clock_nets.png
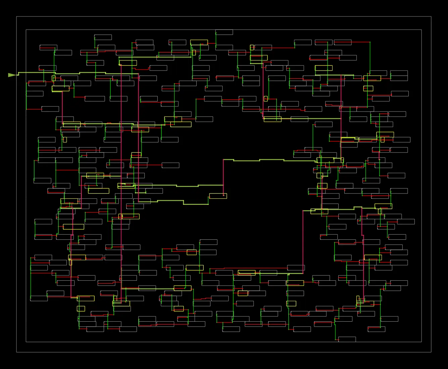
m2.png
Scale: 1.5 px per um. Cells faint in the background.
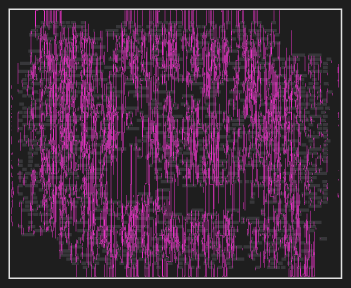
class_map.png
Scale: 1.5 px per um. Fill, decap, tap and diode cells in grey.
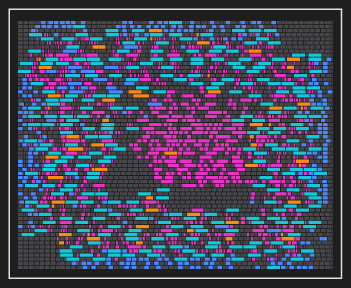
pinout.png
Scale: 1 px per um. Pins as bars across the die edge, other pins in grey.
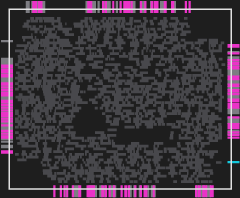
### config.mk
export PLATFORM = sky130hd
export DESIGN_NAME = inv_mix_columns_seq
export DESIGN_NICKNAME = d
export VERILOG_FILES = /design/src/rtl/inv_mix_columns_seq.sv
export SDC_FILE = /design/constraint.sdc
export NUM_CORES = 1
export LEC_CHECK = 0
export CAP_MARGIN = 20
export CORE_ASPECT_RATIO = 0.8
export CORE_MARGIN = 5
export CORE_UTILIZATION = 40
export DETAILED_ROUTE_END_ITERATION = 10
export GPL_ROUTABILITY_DRIVEN = 0
export GPL_TIMING_DRIVEN = 0
export REMOVE_ABC_BUFFERS = 1
export SLEW_MARGIN = 15
export SYNTH_ARGS = -nofsm -noshare
export SYNTH_HDL_FRONTEND = slang
export SYNTH_SLANG_ARGS = --single-unit
### constraint.sdc
create_clock -name clk -period 8.1 [get_ports clk]
set_input_delay 0.81 -clock clk [delete_from_list [all_inputs] [get_ports clk]]
set_output_delay 0.81 -clock clk [all_outputs]
set_load 0.01 [all_outputs]
### src/rtl/inv_mix_columns_seq.sv
// Sequential AES InvMixColumns: transforms COLS_PER_CYCLE columns per clock in a
// work register, with valid/ready handshakes on input and output.
module inv_mix_columns_seq #(
  parameter int COLS_PER_CYCLE = 1
) (
  input  logic         clk,
  input  logic         rst_n,
  input  logic         in_valid,
  output logic         in_ready,
  input  logic [127:0] state_in,
  output logic         out_valid,
  input  logic         out_ready,
  output logic [127:0] state_out
);

  if (COLS_PER_CYCLE != 1 && COLS_PER_CYCLE != 2 && COLS_PER_CYCLE != 4) begin : g_bad_cols
    $error("inv_mix_columns_seq: COLS_PER_CYCLE must be 1, 2 or 4");
  end

  localparam int         N         = 4 / COLS_PER_CYCLE;
  localparam logic [1:0] LAST_GRP  = 2'(N - 1);
  localparam logic [1:0] GRP_WIDTH = 2'(COLS_PER_CYCLE);

  typedef enum logic [1:0] {
    IDLE = 2'b00,
    CALC = 2'b01,
    DONE = 2'b10
  } state_t;

  state_t       state_q, state_d;
  logic [1:0]   cnt_q;
  logic [127:0] work_q;
  logic [127:0] work_calc;
  logic         ready_fsm;
  logic         accept;
  logic         last_grp;

  // GF(2^8) multiply by a 4-bit constant, built from the xtime chain b, 2b, 4b, 8b.
  function automatic logic [7:0] xtime(input logic [7:0] b);
    return {b[6:0], 1'b0} ^ (b[7] ? 8'h1b : 8'h00);
  endfunction

  function automatic logic [7:0] mul_k(input logic [7:0] b, input logic [3:0] k);
    logic [7:0] x2, x4, x8;
    x2 = xtime(b);
    x4 = xtime(x2);
    x8 = xtime(x4);
    return (k[3] ? x8 : 8'h00) ^ (k[2] ? x4 : 8'h00) ^
           (k[1] ? x2 : 8'h00) ^ (k[0] ? b  : 8'h00);
  endfunction

  // Byte a0 sits in the most significant position of the column word.
  function automatic logic [31:0] inv_col(input logic [31:0] w);
    logic [7:0] a0, a1, a2, a3;
    {a0, a1, a2, a3} = w;
    return {mul_k(a0, 4'd14) ^ mul_k(a1, 4'd11) ^ mul_k(a2, 4'd13) ^ mul_k(a3, 4'd9),
            mul_k(a0, 4'd9)  ^ mul_k(a1, 4'd14) ^ mul_k(a2, 4'd11) ^ mul_k(a3, 4'd13),
            mul_k(a0, 4'd13) ^ mul_k(a1, 4'd9)  ^ mul_k(a2, 4'd14) ^ mul_k(a3, 4'd11),
            mul_k(a0, 4'd11) ^ mul_k(a1, 4'd13) ^ mul_k(a2, 4'd9)  ^ mul_k(a3, 4'd14)};
  endfunction

  assign last_grp = (cnt_q == LAST_GRP);

  // Only the columns of the current group pass through the multipliers.
  always_comb begin
    logic [31:0] cols [4];
    logic [1:0]  col_idx;
    // NOTE: every variable gets a value before any branch so no latch is inferred.
    col_idx   = '0;
    work_calc = '0;
    for (int c = 0; c < 4; c++) cols[c] = work_q[127 - 32*c -: 32];
    for (int g = 0; g < COLS_PER_CYCLE; g++) begin
      col_idx       = cnt_q * GRP_WIDTH + 2'(g);
      cols[col_idx] = inv_col(cols[col_idx]);
    end
    for (int c = 0; c < 4; c++) work_calc[127 - 32*c -: 32] = cols[c];
  end

  always_comb begin
    state_d   = state_q;
    ready_fsm = 1'b0;
    case (state_q)
      IDLE: begin
        ready_fsm = 1'b1;
        if (in_valid) state_d = CALC;
      end
      CALC: begin
        if (last_grp) state_d = DONE;
      end
      DONE: begin
        ready_fsm = out_ready;
        if (out_ready) state_d = in_valid ? CALC : IDLE;
      end
      default: state_d = IDLE;
    endcase
  end

  // Held low during reset so upstream never sees a ready from a clearing block.
  assign in_ready = rst_n & ready_fsm;
  assign accept   = in_valid & in_ready;

  always_ff @(posedge clk or negedge rst_n) begin
    if (!rst_n) begin
      state_q <= IDLE;
    end else begin
      // NOTE: sequential state uses non-blocking assignment so all registers
      // update together from pre-edge values.
      state_q <= state_d;
    end
  end

  always_ff @(posedge clk or negedge rst_n) begin
    if (!rst_n) begin
      cnt_q     <= '0;
      work_q    <= '0;
      state_out <= '0;
      out_valid <= 1'b0;
    end else begin
      if (state_q == CALC) begin
        work_q <= work_calc;
        cnt_q  <= last_grp ? 2'd0 : cnt_q + 2'd1;
        if (last_grp) begin
          state_out <= work_calc;
          out_valid <= 1'b1;
        end
      end
      if (state_q == DONE && out_ready) out_valid <= 1'b0;
      if (accept) begin
        work_q <= state_in;
        cnt_q  <= '0;
      end
    end
  end

endmodule

==> results.cfg <==
; synthesis and place-and-route metrics
[run_status]
status = completed

[floorplan]
die_area_sq_um = 39300
floorplan.core_util = 0.406

[synthesis]
ys_types = 50
synth_chip_area_sq_um = 14200
avgSynthCellArea_sq_um = 10.9
simple_gate_area_frac = 0.0697
edf_count = 0
async_reset_ff_frac = 1.00
yosysWarnings = 0
adder_share = 0.00353

[final_timing]
worstMarginPinSlew_ns = 1.09
min_period_ns = 4.03
fin_tns_setup_ns = 0
setup_viol = 0
fmax_ghz = 0.248
slew_viol_final = 0

[layout]
fillers = 3140
nets = 1648
drive_gt1_frac = 0.0984

[setup_path]
r2r-start = cnt_q[1]
setup.worst_path.class = flop to flop
crit_path_max_incr_delay_ns = 0.81
crit_chain = buf_12 -> inv_1 -> ha_2 -> clkinv_2 -> nor2_1 -> buf_6 -> nor2_4 -> buf_16 -> a22oi_1 -> o21ai_0
ff2ff_setup_slack_ns = 4.07

[route]
first_pass_iters = 7
drt_iter0_drc = 1246

[placed_design]
io_buffers = 261

[clock_network]
clk_pin_slew_ns = 0.06

[grt]
top_usage_layer = met1
antenna_found_initial = 1
overflow = 0
Notes on clock_nets.png above:
Max Clock Skew: 0.0191 ns
Worst-Skew Late Latency: 0.57 ns

Notes on m2.png above:
The layer holds 45% of the routed length. 1,396 nets have wire on it. The longest straight run is 97.1 um.

Notes on class_map.png above:
Key: orange = clock drivers and dummy loads [cells 53, share of their area 5.6%]; magenta = remaining logic cells [cells 940, share of their area 40%]; cyan = registers [cells 261, share of their area 37%]; blue = remaining buffers and delay cells [cells 280, share of their area 17%]
area of the core: 34,900 sq um
final instance area: 18,400 sq um
fraction of area in registers: 0.356
post-layout util: 0.527

Notes on pinout.png above:
Key: magenta = `state_out` [pins 128, direction output, edge 36 bottom, 31 left, 31 top, 30 right]; cyan = `rst_n` [pins 1, direction input, edge right]

worst max path at each step:
stage                     startpoint        endpoint  slack [ns]  depth (start not counted)
after detailed placement    cnt_q[1]      work_q[98]        3.75                          9
after CTS                   cnt_q[1]      work_q[98]        3.73                          9
after global placement         rst_n     work_q[114]      -11.76                          5
after floorplan             cnt_q[0]  state_out[111]        2.79                          4
after global routing        cnt_q[0]   state_out[91]        3.85                          8
final                       cnt_q[1]     work_q[120]        4.07                         10
layer usage:
layer,share of wire,vias up
met5,0.00039,-
met4,0.016,2
met3,0.081,54
met2,0.45,481
met1,0.45,5785
li1,-,5060
synthesized netlist by cell type, types with 18 or more instances:
cell | count | area [sq um]
inv_1 | 24 | 90.1
o21a_1 | 18 | 135
dfrtp_1 | 261 | 6530
nand2_1 | 144 | 541
a22oi_1 | 79 | 593
xnor2_1 | 91 | 797
a222oi_1 | 20 | 200
a21oi_1 | 123 | 616
o21ai_0 | 125 | 626
xnor3_1 | 26 | 586
mux4_2 | 27 | 608
nor2_1 | 78 | 293
clkbuf_1 | 71 | 267
mux2i_1 | 24 | 240
xor2_1 | 32 | 280
per-stage QoR:
step	instance area, sq um	setup slack, ns	cells
final	18400	4.07	2006
after global routing	18400	3.85	2006
after CTS	18400	3.73	2005
after detailed placement	17400	3.75	1952
after global placement	16900	-11.76	1934
after floorplan	13600	2.79	1201
sequential cells by signal, summed over array words and instances (netlist names):
register and count:
cnt_q 2, out_valid 1, state_out 128, state_q 2, work_q 128
placed cells by master (no fill, tap or decap), types with 24 or more instances in the layout:
cell type	instances
mux4_2	27
a22oi_1	79
mux2i_1	24
inv_1	24
clkbuf_16	29
a21oi_1	123
nand2_1	142
xnor2_1	91
clkdlybuf4s50_1	260
xor2_1	32
nor2_1	76
xnor3_1	26
dfrtp_1	259
o21ai_0	125
final cells by class:
type                       instances  area [sq um]  area share
clock inverter                    14           155     0.00844
sequential                       261          6540       0.356
tap                              472           591      0.0321
timing repair buffer             280          3070       0.167
inverter                          27           105     0.00572
multi-input combinational        913          7080       0.385
clock buffer                      39           833      0.0454
critical path, delay by kind of cell (launching register included):
family / cells / cell delay, ns
flip-flops: 1 / 0.60
AND/OR/NAND/NOR: 2 / 0.95
buffers and inverters: 5 / 1.52
adder cells (fa/ha/maj): 1 / 0.48
AND-OR/OR-AND: 2 / 0.27
cells by family (layout without fill, tap and decap cells):
| family | after synthesis | count (layout) |
|---|---|---|
| compound gates | 418 | 418 |
| flops | 261 | 261 |
| simple gates | 248 | 248 |
| xor+xnor | 187 | 187 |
| buf+inv | 126 | 360 |
| mux | 56 | 56 |
| fa+ha+maj | 4 | 4 |
